Run 1, cell sizes after repair:
Scale bar: 20 um.
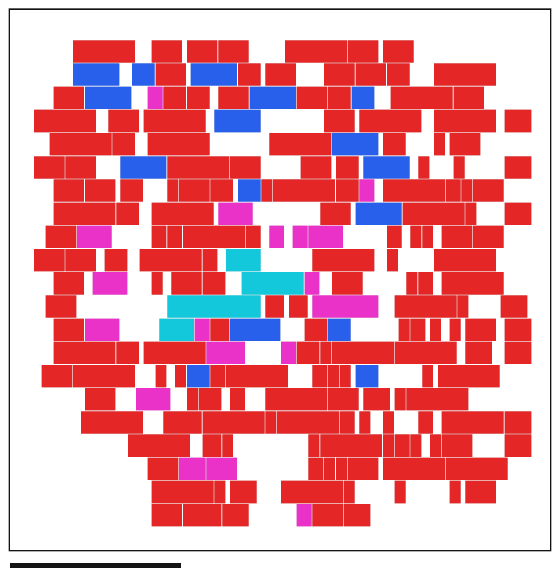
Run 1, where the registers sit:
Scale bar: 20 um. Other sequential cells in the stronger grey, the rest of the logic in the fainter grey.
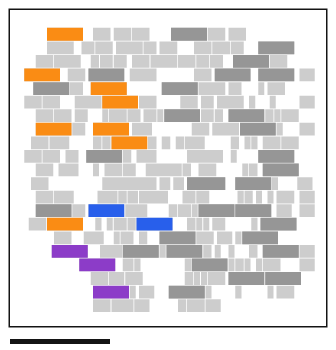
Run 1, the clock network:
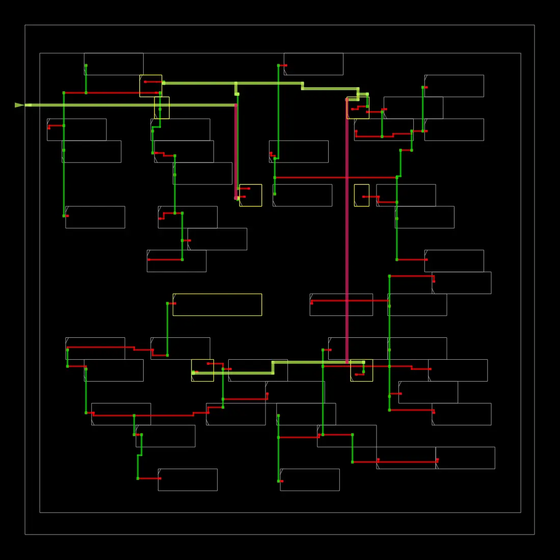
## src/rtl/serial_adder_pkg.sv

```systemverilog
// Shared types and helpers for the bit-serial adder.
package serial_adder_pkg;

  typedef enum logic [1:0] {
    IDLE = 2'd0,
    RUN  = 2'd1,
    DONE = 2'd2
  } state_e;

  // Bit counter width; a 1-bit operand still needs a 1-bit counter.
  function automatic int unsigned cnt_width(input int unsigned w);
    if (w > 1) return $clog2(w);
    return 1;
  endfunction

endpackage

```

## src/rtl/full_adder.sv

```systemverilog
// Full adder built from two half_adder cells and an OR gate.
module full_adder (
  input  logic a,
  input  logic b,
  input  logic cin,
  output logic sum,
  output logic cout
);

  logic s0;
  logic c0;
  logic c1;

  half_adder u_ha0 (
    .a     (a),
    .b     (b),
    .sum   (s0),
    .carry (c0)
  );

  half_adder u_ha1 (
    .a     (s0),
    .b     (cin),
    .sum   (sum),
    .carry (c1)
  );

  assign cout = c0 | c1;

endmodule

```

## src/rtl/half_adder.sv

```systemverilog
// Existing half adder cell: sum and carry of two bits.
module half_adder (
  input  logic a,
  input  logic b,
  output logic sum,
  output logic carry
);

  assign sum   = a ^ b;
  assign carry = a & b;

endmodule

```

## src/rtl/serial_adder.sv

```systemverilog
// Bit-serial adder: operands accepted by handshake, summed LSB-first one bit
// per clock, result returned by a second handshake.
module serial_adder
  import serial_adder_pkg::*;
#(
  parameter int unsigned WIDTH = 8
) (
  input  logic             clk,
  input  logic             rst,
  input  logic             in_valid,
  output logic             in_ready,
  input  logic [WIDTH-1:0] in_a,
  input  logic [WIDTH-1:0] in_b,
  input  logic             in_cin,
  output logic             out_valid,
  input  logic             out_ready,
  output logic [WIDTH-1:0] out_sum,
  output logic             out_cout,
  output logic             busy
);

  localparam int unsigned       CNT_W    = cnt_width(WIDTH);
  localparam logic [CNT_W-1:0]  CNT_LAST = CNT_W'(WIDTH - 1);

  state_e             state_q,     state_d;
  logic [WIDTH-1:0]   a_sr_q,      a_sr_d;
  logic [WIDTH-1:0]   b_sr_q,      b_sr_d;
  logic [WIDTH-1:0]   sum_sr_q,    sum_sr_d;
  logic               carry_q,     carry_d;
  logic [CNT_W-1:0]   cnt_q,       cnt_d;
  logic               in_ready_q,  in_ready_d;
  logic               out_valid_q, out_valid_d;
  logic [WIDTH-1:0]   out_sum_q,   out_sum_d;
  logic               out_cout_q,  out_cout_d;
  logic               busy_q,      busy_d;

  logic fa_sum;
  logic fa_cout;

  full_adder u_fa (
    .a    (a_sr_q[0]),
    .b    (b_sr_q[0]),
    .cin  (carry_q),
    .sum  (fa_sum),
    .cout (fa_cout)
  );

  always_comb begin
    state_d     = state_q;
    a_sr_d      = a_sr_q;
    b_sr_d      = b_sr_q;
    sum_sr_d    = sum_sr_q;
    carry_d     = carry_q;
    cnt_d       = cnt_q;
    out_valid_d = out_valid_q;
    out_sum_d   = out_sum_q;
    out_cout_d  = out_cout_q;

    case (state_q)
      IDLE: begin
        if (in_valid && in_ready_q) begin
          a_sr_d  = in_a;
          b_sr_d  = in_b;
          carry_d = in_cin;
          cnt_d   = '0;
          state_d = RUN;
        end
      end
      RUN: begin
        a_sr_d   = a_sr_q >> 1;
        b_sr_d   = b_sr_q >> 1;
        sum_sr_d = (sum_sr_q >> 1) | (WIDTH'(fa_sum) << (WIDTH - 1));
        carry_d  = fa_cout;
        if (cnt_q == CNT_LAST) begin
          state_d = DONE;
        end else begin
          cnt_d = cnt_q + CNT_W'(1);
        end
      end
      DONE: begin
        // First DONE cycle moves the finished sum into the output registers.
        if (!out_valid_q) begin
          out_sum_d   = sum_sr_q;
          out_cout_d  = carry_q;
          out_valid_d = 1'b1;
        end else if (out_ready) begin
          out_valid_d = 1'b0;
          state_d     = IDLE;
        end
      end
      default: begin
        state_d = IDLE;
      end
    endcase

    in_ready_d = (state_d == IDLE);
    busy_d     = (state_d != IDLE);
  end

  always_ff @(posedge clk) begin
    if (rst) begin
      state_q     <= IDLE;
      a_sr_q      <= '0;
      b_sr_q      <= '0;
      sum_sr_q    <= '0;
      carry_q     <= 1'b0;
      cnt_q       <= '0;
      in_ready_q  <= 1'b1;
      out_valid_q <= 1'b0;
      out_sum_q   <= '0;
      out_cout_q  <= 1'b0;
      busy_q      <= 1'b0;
    end else begin
      state_q     <= state_d;
      a_sr_q      <= a_sr_d;
      b_sr_q      <= b_sr_d;
      sum_sr_q    <= sum_sr_d;
      carry_q     <= carry_d;
      cnt_q       <= cnt_d;
      in_ready_q  <= in_ready_d;
      out_valid_q <= out_valid_d;
      out_sum_q   <= out_sum_d;
      out_cout_q  <= out_cout_d;
      busy_q      <= busy_d;
    end
  end

  assign in_ready  = in_ready_q;
  assign out_valid = out_valid_q;
  assign out_sum   = out_sum_q;
  assign out_cout  = out_cout_q;
  assign busy      = busy_q;

endmodule

```

## config.mk

```make
export PLATFORM = sky130hd
export DESIGN_NAME = serial_adder
export DESIGN_NICKNAME = d
export VERILOG_FILES = /design/src/rtl/serial_adder_pkg.sv /design/src/rtl/full_adder.sv /design/src/rtl/half_adder.sv /design/src/rtl/serial_adder.sv
export SDC_FILE = /design/constraint.sdc
export NUM_CORES = 1
export LEC_CHECK = 0
export CORE_MARGIN = 1.5
export CORE_UTILIZATION = 51
export DETAILED_ROUTE_END_ITERATION = 8
export GPL_TIMING_DRIVEN = 0
export PLACE_DENSITY = 0.78
export SYNTH_ARGS = -nofsm -noshare
export SYNTH_HDL_FRONTEND = slang
export SYNTH_SLANG_ARGS = --single-unit
```

## constraint.sdc

```tcl
create_clock -name clk -period 1.9 [get_ports clk]
set_clock_uncertainty 0.2 [all_clocks]
set_input_delay 0.57 -clock clk [delete_from_list [all_inputs] [get_ports clk]]
set_output_delay 0.57 -clock clk [all_outputs]
set_load 0.01 [all_outputs]
```

==> flow_summary.json, run 1 <==
{
  "htree_levels": 2,
  "fp.dieH_um": 63.3,
  "status": "complete, no violations",
  "cts-root-buf": "clkbuf_4",
  "chipArea_um2": 4010,
  "cts_tree": "yes",
  "path_clk_slew_ns": 0.13,
  "fp_util": 0.544,
  "syn_nets": 200,
  "worst-path-buf-inv": 1,
  "min_from": "rst",
  "syn-cell-area_um2": 1860,
  "end_kind": "primary output",
  "synthArstFlopShare": 0,
  "synthTopCellsByArea": "dfxtp_1, o211a_1, mux2_4",
  "ff_type": "dfxtp_1",
  "syn_area_per_cell_um2": 10.5,
  "portBuffers": 31,
  "min_to": "sum_sr_q[2]$_SDFFE_PP0P_",
  "yosys_area_um2": 1860,
  "yosys_warnings": 0,
  "setup_viol": 0,
  "crit_arrival_ns": 1.06,
  "finalHoldViolCount": 0,
  "r2r_slack_ns": 0.22,
  "clock_tree.buffer_depth": 2,
  "ant_nets": 0,
  "r2r-start": "state_q[0]$_SDFF_PP0_",
  "cpPeakStageDelay_ns": 0.41,
  "pin_count": 33,
  "vdd_drop_max_v": 0.000550,
  "slew_headroom": 0.668,
  "top_cells_by_count": "dfxtp_1, nand2_1, o211a_1, o21bai_1, a21oi_1",
  "p_leak_uw": 0.00106,
  "grt_pass1_wl_um": 6470,
  "overflow": 0,
  "wl_um": 3740,
  "slowest_stage": "dfxtp_1",
  "fin_crit_ns": 1.83,
  "gp_congestion": 0.723
}
-- 'cell sizes after repair' (at the start) --
| colour | size | cells |
|---|---|---|
| red | x1 and smaller | 177 |
| blue | x3 and x4 | 16 |
| magenta | x2 | 18 |
| cyan | x6 and larger | 4 |
fin area: 2290 um^2
non-clock buffer count: 45
final worst slack: 0.0710 ns
P&R area growth vs syn: 23.6%

-- 'where the registers sit' (at the start) --
| colour | netlist name | flops |
|---|---|---|
| blue | `state_q` | 2 |
| purple | `cnt_q` | 3 |
| orange | `a_sr_q` | 8 |
not coloured: 29
sequential share of cell area: 0.367
Layout Utilization: 0.672
P_seq: 969 uW
register area: 842 um^2

-- 'the clock network' (at the start) --
# clk buffers: 5
clk_lat worst skew: 0.37 ns
CTS buffer count: 5
registers: 42
P_clk: 565 uW

run 1: layer usage:
metal | global-route usage | wire length [um] | vias to the layer above
met5 | 0 | 0 | -
met4 | 0.0679 | 44 | 0
met3 | 0.0536 | 138 | 4
met2 | 0.371 | 1910 | 24
met1 | 0.231 | 1640 | 677
li1 | - | - | 697
run 1: layout by cell type (no fill, tap or decap), types with 6 or more instances in the layout:
master and n:
mux2_2 6, nor2_1 11, buf_2 6, o211a_1 15
clkdlybuf4s50_1 18, nand2_1 21, dlygate4sd2_1 13, dfxtp_1 41
o21bai_1 15, mux2i_1 10, a21oi_1 13, mux2_4 9
run 1: logic make-up after synthesis:
kind of cell             after synthesis  share of synthesized area
AND-OR/OR-AND                         50                      0.206
adder cells (fa/ha/maj)                3                     0.0243
buffers and inverters                 16                     0.0553
flip-flops                            42                      0.453
multiplexers                          25                      0.163
AND/OR/NAND/NOR                       40                     0.0984
run 1: registers in the layout (all words and copies together), names as in the netlist:
signal     flops
a_sr_q         8
b_sr_q         8
out_sum        8
sum_sr_q       8
cnt_q          3
state_q        2
busy           1
carry_q        1
in_ready       1
out_cout       1
out_valid      1
run 1: through the flow:
step                setup slack [ns]  instances  TNS, ns
floorplan                      0.240        176        0
global placement              -0.406        253    -6.49
detailed placement            -0.446        253    -7.36
CTS                           0.0616        261        0
global route                 0.00166        261        0
finish                        0.0710        261        0
run 1: power by group through the flow:
stage               Combinational, uW  Clock (uW)  Sequential (uW)
floorplan                         228           0              980
global placement                  310           0              985
detailed placement                323           0              988
CTS                               323         569              969
global route                      350         613              976
finish                            320         565              969
run 1: area by class of cell:
type                       count  area, um^2
fill                         283        1120
multi-input combinational    118         921
sequential                    42         842
timing repair buffer          31         294
buffer                        14        95.1
tap                           46        57.6
clock inverter                 3        40.0
clock buffer                   5        37.5
inverter                       2        7.51
run 1: worst max path at each step:
stage / start / end / slack [ns] / cells past startpoint
3_3_place_gp: in_valid / a_sr_q[4]$_SDFFE_PP0P_ / -0.41 / 6
3_5_place_dp: in_valid / a_sr_q[5]$_SDFFE_PP0P_ / -0.45 / 6
4_1_cts: in_ready$_SDFF_PP1_ / in_ready / 0.06 / 1
2_1_floorplan: in_valid / a_sr_q[4]$_SDFFE_PP0P_ / 0.24 / 5
6_report: in_ready$_SDFF_PP1_ / in_ready / 0.07 / 1
5_1_grt: in_ready$_SDFF_PP1_ / in_ready / 0.002 / 1
Run 1, clock wires, drivers and flops:
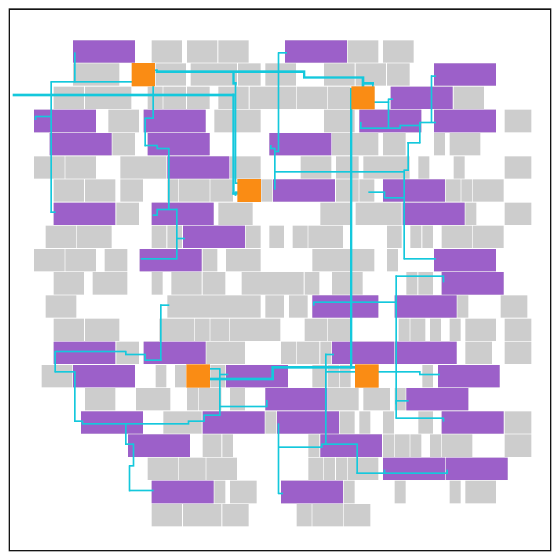

==> run 2: changes to the inputs <==
MAX_ROUTING_LAYER = met4   (was unset)
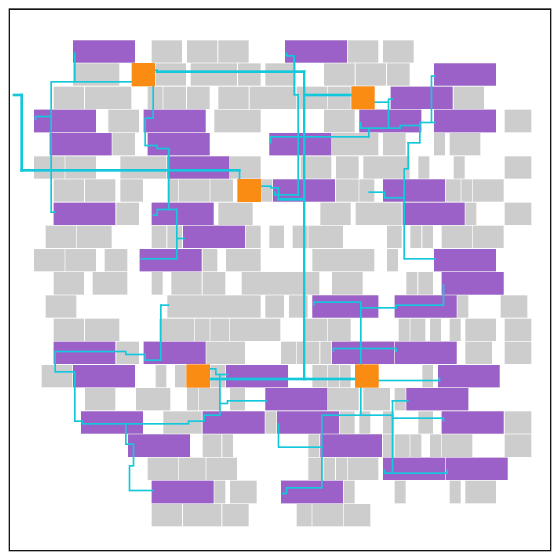
Run 2: clock wires, drivers and flops
[cyan] clock wires | length: 463 um
[orange] clock-net drivers | count: 5
[purple] flip-flops | count: 42
routed clock nets: 6
clk_lat worst skew: 0.36 ns
Clk network pwr share: 0.305

==> flow_summary.json, run 2 <==
{
  "ys_sh_simple": 0.0984,
  "chipArea_um2": 4010,
  "cts-root-buf": "clkbuf_4",
  "portBuffers": 31,
  "ant_nets": 0,
  "path_clk_slew_ns": 0.13,
  "r2r-start": "state_q[0]$_SDFF_PP0_",
  "wl_um": 3730,
  "synthTopCellsByArea": "dfxtp_1, o211a_1, mux2_4",
  "p_leak_uw": 0.00106,
  "synthArstFlopShare": 0,
  "logic_family": "AND-OR/OR-AND gates",
  "fp.dieH_um": 63.3,
  "finalHoldViolCount": 0,
  "syn-cell-area_um2": 1860,
  "cpPeakStageDelay_ns": 0.41,
  "min_to": "sum_sr_q[2]$_SDFFE_PP0P_",
  "wl_met2_um": 1890,
  "final_layout_top_logic_cells": "dfxtp_1, nand2_1, clkdlybuf4s50_1",
  "final_util": 0.672,
  "place_ws_ns": -0.446,
  "numCtsBuffers": 5,
  "htree_levels": 2,
  "setup_slack_ns": 0.0757,
  "top_layer": "met4",
  "fp_util": 0.544,
  "cts_tree": "yes",
  "status": "complete, no violations",
  "worst-path-buf-inv": 1,
  "vdd_drop_max_v": 0.000548,
  "r2r_slack_ns": 0.24,
  "fill_cells": 283,
  "ys_sh_mux": 0.163,
  "xor_area_frac": 0,
  "top_cells_by_count": "dfxtp_1, nand2_1, o211a_1, o21bai_1, a21oi_1",
  "pin_count": 33,
  "crit_arrival_ns": 1.05,
  "overflow": 0,
  "yosys_area_um2": 1860,
  "slew_headroom": 0.676,
  "lay_top_count": "dfxtp_1",
  "end_kind": "primary output",
  "synth-compound-area-share": 0.206,
  "setup_viol": 0,
  "fin_crit_ns": 1.82,
  "ff_type": "dfxtp_1",
  "gp_congestion": 0.731
}
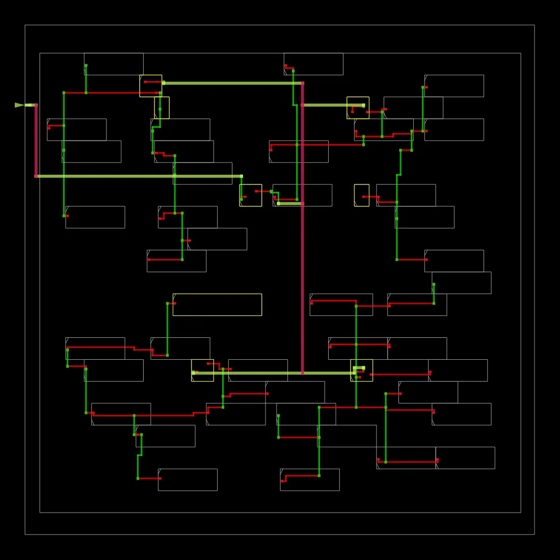
Run 2: the clock network
clock sink count: 42

-- run 2: power by group --
part           leakage [uW]  switching, uW  internal, uW
sequential         0.000344           34.1           935
clock             0.0000450            292           273
combinational      0.000667            136           183
total               0.00106            463          1390
-- run 2: cell type report --
| cell class | count | area (um^2) | share of cell area |
|---|---|---|---|
| multi-input cells | 118 | 921 | 0.401 |
| flip-flops and latches | 42 | 842 | 0.367 |
| repair buffers | 31 | 294 | 0.128 |
| plain buffers | 14 | 95.1 | 0.0414 |
| well taps | 46 | 57.6 | 0.0251 |
| clock inverters | 3 | 40.0 | 0.0174 |
| clock buffers | 5 | 37.5 | 0.0164 |
| inverters | 2 | 7.51 | 0.00327 |
-- run 2: routing by layer --
layer  track usage  up-vias
li1              -      695
met1         0.233      674
met2         0.371       26
met3        0.0536        6
met4        0.0679        0
met5             -        -
-- run 2: through the flow --
step	cell area [um^2]	TNS [ns]	instances	hold slack, ns
floorplan	1860	0	176	0.236
global placement	2220	-6.49	253	0.242
detailed placement	2220	-7.36	253	0.257
CTS	2290	0	261	0.271
global route	2290	0	261	0.259
finish	2290	0	261	0.268
-- run 2: worst max path at each step --
stage	from	endpoint	slack, ns	cells past startpoint
after floorplan	in_valid	a_sr_q[4]$_SDFFE_PP0P_	0.24	5
after global placement	in_valid	a_sr_q[4]$_SDFFE_PP0P_	-0.41	6
after detailed placement	in_valid	a_sr_q[5]$_SDFFE_PP0P_	-0.45	6
after CTS	in_ready$_SDFF_PP1_	in_ready	0.06	1
after global routing	in_ready$_SDFF_PP1_	in_ready	0.002	1
final	in_ready$_SDFF_PP1_	in_ready	0.08	1
-- run 2: cell families after synthesis --
| kind of cell | Yosys count |
|---|---|
| buf+inv | 16 |
| flops | 42 |
| simple gates | 40 |
| fa+ha+maj | 3 |
| compound gates | 50 |
| mux | 25 |
-- run 2: what timing repair did --
item | in CTS | in global routing
resized | 15 | 0
setup buffers | 0 | 0
endpoints found under the hold margin | 0 | 0
setup endpoints to repair | 22 | 0
Run 2, where the registers sit:
Scale bar: 20 um. Other sequential cells in the stronger grey, the rest of the logic in the fainter grey.
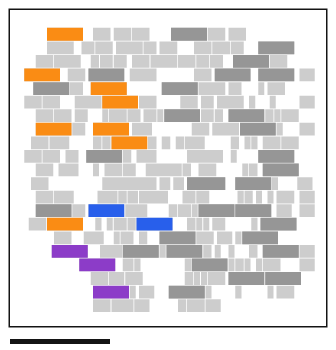

==> run 3: changes to the inputs <==
==> constraint.sdc (replaced) <==
create_clock -name clk -period 1.9 [get_ports clk]
set_clock_uncertainty 0.2 [all_clocks]
set_input_delay 0.475 -clock clk [delete_from_list [all_inputs] [get_ports clk]]
set_output_delay 0.475 -clock clk [all_outputs]
set_load 0.01 [all_outputs]
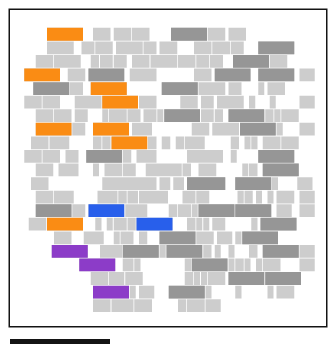
Run 3: where the registers sit
Scale bar: 20 um. Other sequential cells in the stronger grey, the rest of the logic in the fainter grey.
| colour | netlist name | flops |
|---|---|---|
| blue | `state_q` | 2 |
| orange | `a_sr_q` | 8 |
| purple | `cnt_q` | 3 |
not coloured: 29
sequential share of cell area: 0.367
Layout Utilization: 0.672

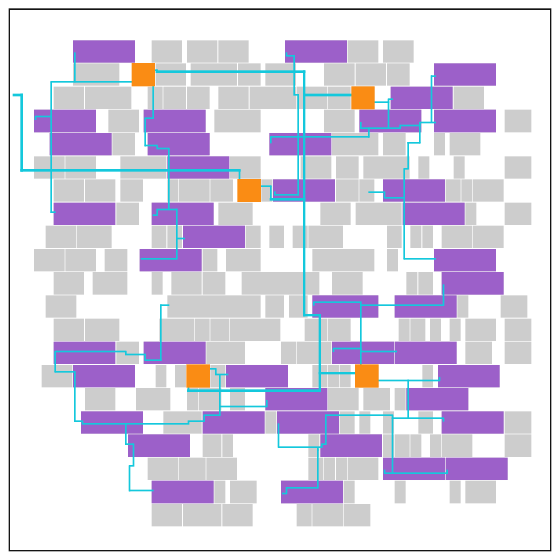
Run 3: clock wires, drivers and flops
[purple] flip-flops | count: 42
[cyan] clock wires | length: 461 um
[orange] clock-net drivers | count: 5
routed clock nets: 6

==> flow_summary.json, run 3 <==
{
  "status": "complete, no violations",
  "p_leak_uw": 0.00105,
  "cpPeakStageDelay_ns": 0.54,
  "yosys_area_um2": 1860,
  "slew_headroom": 0.673,
  "cts_tree": "yes",
  "top_layer": "met4",
  "synthTopCellsByArea": "dfxtp_1, o211a_1, mux2_4",
  "wl_um": 3730,
  "vdd_drop_max_v": 0.000548,
  "wl_met2_um": 1900,
  "fin_crit_ns": 1.84,
  "placed_cells": 253,
  "ant_nets": 0,
  "pin_count": 33,
  "finalSetupTns_ns": 0,
  "setup_slack_ns": 0.0627,
  "instances_no_fill": 261,
  "fp_util": 0.544,
  "post_cts_buffers": 0,
  "end_kind": "register",
  "final_layout_top_logic_cells": "dfxtp_1, nand2_1, clkdlybuf4s50_1",
  "ff_type": "dfxtp_1",
  "lay_top_count": "dfxtp_1",
  "numCtsBuffers": 5,
  "setup_viol": 0,
  "top_cells_by_count": "dfxtp_1, nand2_1, o211a_1, o21bai_1, a21oi_1",
  "overflow": 0,
  "die_width_um": 63.3,
  "crit_arrival_ns": 1.90,
  "path_clk_slew_ns": 0.13,
  "chipArea_um2": 4010,
  "fp.dieH_um": 63.3,
  "worstSkewPairLatency_ns": 0.36,
  "syn-cell-area_um2": 1860,
  "cts_sinks": 42,
  "cts-root-buf": "clkbuf_4",
  "gp_congestion": 0.731,
  "synthArstFlopShare": 0,
  "htree_levels": 2,
  "slowest_stage": "clkdlybuf4s50_1",
  "worst-path-buf-inv": 3
}
==> run 3: worst reg2reg max path, delay by kind of cell, from the launching register on <==
kind                   cells  cell delay, ns
flip-flops                 1            0.46
AND-OR/OR-AND              2            0.46
buffers and inverters      1            0.25
AND/OR/NAND/NOR            1            0.21
==> run 3: per-stage QoR <==
stage	instance area, um^2	hold slack (ns)
2_1_floorplan	1860	0.236
3_5_place_dp	2220	0.257
3_3_place_gp	2220	0.242
5_1_grt	2300	0.164
4_1_cts	2290	0.176
6_report	2300	0.174
==> run 3: power by group <==
part | leakage [uW] | internal, uW | switching (uW)
clock | 0.0000450 | 273 | 292
sequential | 0.000344 | 935 | 34.1
combinational | 0.000666 | 184 | 137
total | 0.00105 | 1390 | 463
==> run 3: logic make-up after synthesis <==
group | synth area share
AND-OR/OR-AND | 0.206
adder cells (fa/ha/maj) | 0.0243
multiplexers | 0.163
buffers and inverters | 0.0553
AND/OR/NAND/NOR | 0.0984
flip-flops | 0.453
==> run 3: area by class of cell <==
type	instances	area (um^2)
multi-input combinational	118	921
sequential	42	842
clock inverter	3	40.0
inverter	2	7.51
fill	282	1120
tap	46	57.6
timing repair buffer	31	295
clock buffer	5	37.5
buffer	14	95.1
==> run 3: per-layer routing <==
metal	vias up	GRT usage
li1	695	-
met1	676	0.232
met2	26	0.374
met3	9	0.0536
met4	0	0.0652
met5	-	-
==> run 3: worst paths after layout <==
path | from | endpoint | slack (ns) | cells past startpoint
worst max-delay path | in_valid | a_sr_q[5]$_SDFFE_PP0P_ | 0.06 | 6
worst max register to register | state_q[0]$_SDFF_PP0_ | cnt_q[1]$_SDFFE_PP0P_ | 0.23 | 4
worst min register to register | sum_sr_q[0]$_SDFFE_PP0P_ | sum_sr_q[0]$_SDFFE_PP0P_ | 0.27 | 2
worst min-delay path | rst | sum_sr_q[2]$_SDFFE_PP0P_ | 0.17 | 2
==> run 3: what timing repair did <==
item                                    CTS  global route
endpoints found under the setup margin   12            11
resized                                  13             1
hold buffers                              0             0
Power is estimated from default activity; no workload was simulated.
